<file path="config.mk">
export PLATFORM = sky130hd
export DESIGN_NAME = alu_modmul_sequencer
export DESIGN_NICKNAME = d
export VERILOG_FILES = /design/src/rtl/alu_modmul_sequencer.sv
export SDC_FILE = /design/constraint.sdc
export NUM_CORES = 1
export LEC_CHECK = 0
export CORE_MARGIN = 4
export CORE_UTILIZATION = 56
export DETAILED_ROUTE_END_ITERATION = 8
export GPL_ROUTABILITY_DRIVEN = 0
export PLACE_DENSITY = 0.85
export SLEW_MARGIN = 20
export SYNTH_ARGS = -nofsm -noshare
export SYNTH_HDL_FRONTEND = slang
export SYNTH_SLANG_ARGS = --single-unit
</file>
<file path="constraint.sdc">
create_clock -name clk -period 8 [get_ports clk]
set_input_delay 0.8 -clock clk [delete_from_list [all_inputs] [get_ports clk]]
set_output_delay 0.8 -clock clk [all_outputs]
set_load 0.02 [all_outputs]
</file>
<file path="src/rtl/alu_modmul_sequencer.sv">
// Sequencer computing (a*b) mod n on the shared ALU by MSB-first shift-add-reduce.
// Every ALU operand is registered one edge ahead, so the ALU sees it in the state that uses it.
module alu_modmul_sequencer #(
  parameter int         W       = 32,
  parameter logic [3:0] ALU_ADD = 4'b0000,
  parameter logic [3:0] ALU_SUB = 4'b0001
) (
  input  logic         clk,
  input  logic         rst,
  input  logic         start,
  input  logic [W-1:0] a,
  input  logic [W-1:0] b,
  input  logic [W-1:0] n,
  output logic         busy,
  output logic         done,
  output logic         err,
  output logic [W-1:0] result,
  output logic         alu_own,
  output logic [3:0]   alu_ctrl,
  output logic [W-1:0] alu_a,
  output logic [W-1:0] alu_b,
  input  logic [W-1:0] alu_res,
  input  logic         alu_c
);

  localparam int IW = (W > 1) ? $clog2(W) : 1;

  typedef enum logic [2:0] {IDLE, DBL, RED1, ADD, RED2, DONE} state_t;

  state_t         state_r;
  logic [W-1:0]   a_r;
  logic [W-1:0]   b_r;
  logic [W-1:0]   n_r;
  logic [W-1:0]   r_r;
  logic [IW-1:0]  i_r;
  logic [W-1:0]   r_nxt_s;
  logic           op_err_s;

  // Operand validity: n must be nonzero with its top bit clear, and both factors below n.
  always_comb begin
    op_err_s = 1'b0;
    if ((n == {W{1'b0}}) || n[W-1] || (a >= n) || (b >= n)) begin
      op_err_s = 1'b1;
    end else begin
      op_err_s = 1'b0;
    end
  end

  // Next accumulator: plain ALU result after DBL/ADD, conditional on no-borrow after a reduce.
  always_comb begin
    r_nxt_s = r_r;
    case (state_r)
      DBL, ADD: r_nxt_s = alu_res;
      RED1, RED2: begin
        if (alu_c) begin
          r_nxt_s = alu_res;
        end else begin
          r_nxt_s = r_r;
        end
      end
      default: r_nxt_s = r_r;
    endcase
  end

  // Control FSM with registered outputs prepared for the state being entered.
  always_ff @(posedge clk) begin
    if (rst) begin
      state_r  <= IDLE;
      busy     <= 1'b0;
      done     <= 1'b0;
      err      <= 1'b0;
      result   <= {W{1'b0}};
      alu_own  <= 1'b0;
      alu_ctrl <= ALU_ADD;
      alu_a    <= {W{1'b0}};
      alu_b    <= {W{1'b0}};
      a_r      <= {W{1'b0}};
      b_r      <= {W{1'b0}};
      n_r      <= {W{1'b0}};
      r_r      <= {W{1'b0}};
      i_r      <= {IW{1'b0}};
    end else begin
      case (state_r)
        IDLE: begin
          done <= 1'b0;
          if (start) begin
            a_r  <= a;
            b_r  <= b;
            n_r  <= n;
            r_r  <= {W{1'b0}};
            i_r  <= IW'(W - 1);
            busy <= 1'b1;
            if (op_err_s) begin
              err     <= 1'b1;
              result  <= {W{1'b0}};
              done    <= 1'b1;
              alu_own <= 1'b0;
              state_r <= DONE;
            end else begin
              err      <= 1'b0;
              alu_own  <= 1'b1;
              alu_ctrl <= ALU_ADD;
              alu_a    <= {W{1'b0}};
              alu_b    <= {W{1'b0}};
              state_r  <= DBL;
            end
          end
        end
        DBL: begin
          r_r      <= r_nxt_s;
          alu_ctrl <= ALU_SUB;
          alu_a    <= r_nxt_s;
          alu_b    <= n_r;
          state_r  <= RED1;
        end
        RED1: begin
          r_r      <= r_nxt_s;
          alu_ctrl <= ALU_ADD;
          alu_a    <= r_nxt_s;
          alu_b    <= b_r[i_r] ? a_r : {W{1'b0}};
          state_r  <= ADD;
        end
        ADD: begin
          r_r      <= r_nxt_s;
          alu_ctrl <= ALU_SUB;
          alu_a    <= r_nxt_s;
          alu_b    <= n_r;
          state_r  <= RED2;
        end
        RED2: begin
          r_r <= r_nxt_s;
          if (i_r == {IW{1'b0}}) begin
            result   <= r_nxt_s;
            done     <= 1'b1;
            alu_own  <= 1'b0;
            alu_ctrl <= ALU_ADD;
            alu_a    <= {W{1'b0}};
            alu_b    <= {W{1'b0}};
            state_r  <= DONE;
          end else begin
            i_r      <= i_r - IW'(1);
            alu_ctrl <= ALU_ADD;
            alu_a    <= r_nxt_s;
            alu_b    <= r_nxt_s;
            state_r  <= DBL;
          end
        end
        DONE: begin
          done    <= 1'b0;
          busy    <= 1'b0;
          state_r <= IDLE;
        end
        default: begin
          busy     <= 1'b0;
          done     <= 1'b0;
          alu_own  <= 1'b0;
          alu_ctrl <= ALU_ADD;
          alu_a    <= {W{1'b0}};
          alu_b    <= {W{1'b0}};
          state_r  <= IDLE;
        end
      endcase
    end
  end

endmodule
</file>
placement_by_type.png
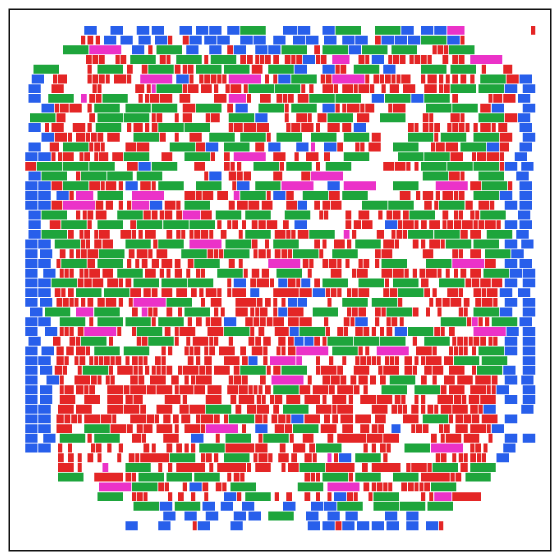
[other buffers and delay cells] blue | cells: 244
[flops] green | cells: 237
[combinational and other logic] red | cells: 1077
[clock drivers and dummy loads] magenta | cells: 44
flop share of the area: 32.3%
core utilization of the finished layout: 72.6%
placement row count: 52
core outline area: 20200 um2
cell area after layout: 14700 um2

sizes.png
Bar = 50 um.
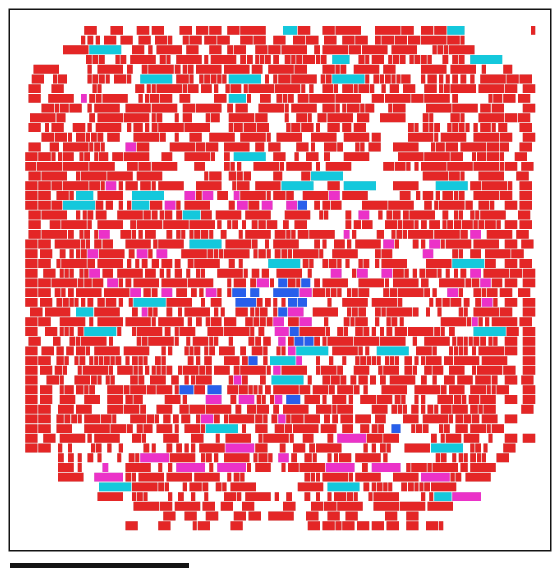
[_2 cells] magenta | cells: 63
[_3 and _4 cells] blue | cells: 18
[_0 and _1 cells] red | cells: 1486
[_6 and larger] cyan | cells: 35
Non-clk bufs: 244
area grow syn2layout: 27.8%
post-layout worst setup margin: 4090 ps

==> notes.md <==
Synthesis and PnR results.

- For met1 alone, demand over resource in global routing was 37.2%.
- The clock passes through at most 3 buffers.
- The shortest clock period the worst path allows after layout reads 3910 ps.
- The share of the core filled by cells before placement is 56.8%.
- On the critical path, the stage with the largest delay is an instance of sky130_fd_sc_hd__or4_4.
- The share of the yosys chip area belonging to registers is 41.3%.
- The area fraction in compound gates reads 22.4%.
- The met3 track demand over resource is 4.13%.
- Per the GRT congestion report, total overflow comes to 0.
- In the global route stage, met2 resource usage came out at 50.9%.
- The total die area is 22900 um2.
- The clock-pin slew reported for the worst setup and hold paths after clock tree synthesis reads 60 ps.
- The most common logic cells in the final layout are 278 x sky130_fd_sc_hd__nand2_1, 237 x sky130_fd_sc_hd__dfxtp_1, 231 x sky130_fd_sc_hd__clkdlybuf4s50_1, 160 x sky130_fd_sc_hd__a21oi_1, 102 x sky130_fd_sc_hd__inv_1.
- The root buffer cell is sky130_fd_sc_hd__clkbuf_16.
- For this run, design rule violations remaining after detail routing come to 0.
- The number of global-route vias before repair is 10.5k.
- Of the cells placed in the final design, the portion with a size suffix greater than 1 is 7.24%.
- The first global-routing pass estimated 53100 um of wire.
- The initial antenna violation count is 1.
- The analysis attributes to cell leakage a power of 0.00539 uW.
- The detailed router used layers up to and including met5.
- The overall die width is 151 um.
- The highest cell delay on the worst timing path is 650 ps.
- Post-synth the commonest register cell is sky130_fd_sc_hd__dfxtp_1.
- Global route summary, busiest routing layer listed as met2.
- The port buffer count reads 232.
- In the final layout, flip-flops and latches occupy 4740 um2.
- The synthesized design contains 0 enable-type register cells.
- Per the synth stats, the proportion of register bits with asynchronous set or reset is 0%.
- The analysis reports a worst IR drop on VDD of 0.000159 V.
- Looking at the post-CTS report, the setup buffer insertion count equals 0.
- The warning total across the stage logs reads 26.
- The final non-filler cell total is 1872.
- The adder-cell area share of the yosys netlist is 7.08%.
- The cell count after synthesis came out at 1412.
- The detail-routed net length per standard cell is 18.3 um.
- The start point of the worst hold path reads b_r[23].
- The cell sequence reported for the critical path is clkdlybuf4s50_1, inv_1, ha_1, a41o_1, a2111oi_0, a21oi_1, or4_4, nor2_4, o21ai_0.
- The critical path required time reads 8380 ps.
- The distinct cell type count of the synthesized netlist reads 60.
- The detailed route wirelength on metal3 reads 2920 um.
- The flow ran to the end, and the final reports show no timing, DRC or antenna violations.
- The number of max-cap violations is 0.
- Counting every sink on the clock net gives 237.
- The power density relative to cell area is 243 nW/um2.
- The routed via count reads 11.0k.
- The Yosys chip area reads 11500 um2.
clk_routes.png
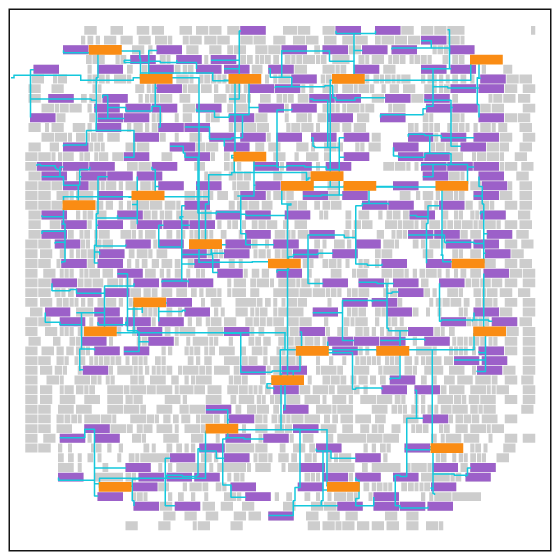
[clock drivers] orange | count: 25
[flip-flops] purple | count: 237
[clock wires] cyan | length: 2790 um
flops lie: all over the die
routed clock nets: 26
clk_skew: 7.64 ps
power share of the clock group: 31.6%
later-pin clock latency in the skew report: 530 ps
clock network power: 1130 uW

clocks.png
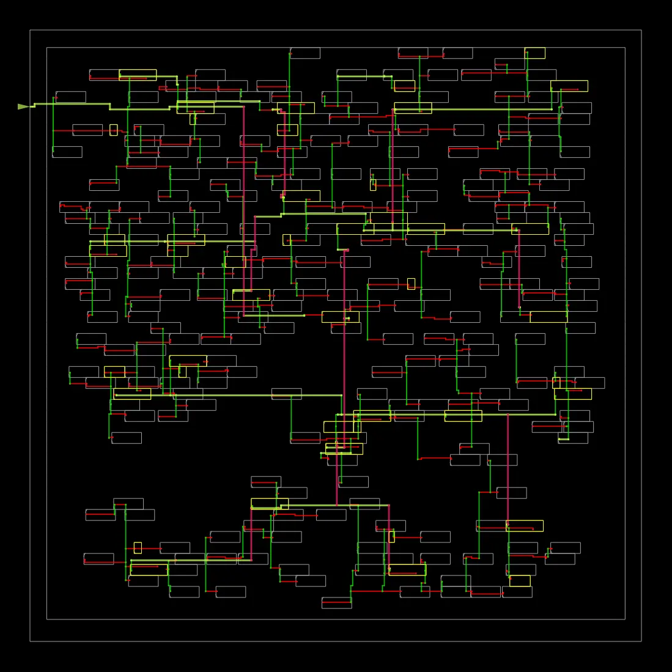
Num CTS Buffers: 25
number of sequential storage elements: 237

cell type report:
class                           count  area share, %
Tap cell                          270           2.30
Inverter                          102           2.61
Clock buffer                       36           5.09
Multi-Input combinational cell    975           40.9
Clock inverter                      8          0.375
Sequential cell                   237           32.3
Timing Repair Buffer              244           16.4
per-stage QoR:
stage	hold slack, ps	area (um2)
2_1_floorplan	433	11500
3_3_place_gp	440	13900
3_5_place_dp	445	13900
4_1_cts	453	14700
5_1_grt	471	14700
6_report	451	14700
power by group:
group / leakage, uW / internal (uW) / switching, uW
clock: 0.000406 / 649 / 479
sequential: 0.00193 / 1320 / 123
combinational: 0.00306 / 395 / 603
total: 0.00539 / 2370 / 1200
critical path: cells and delay by family:
kind            cells  cell delay [ps]
compound gates      4             1130
fa+ha+maj           1              340
buf+inv             2              750
simple gates        2             1250
Power is estimated from default activity; no workload was simulated.
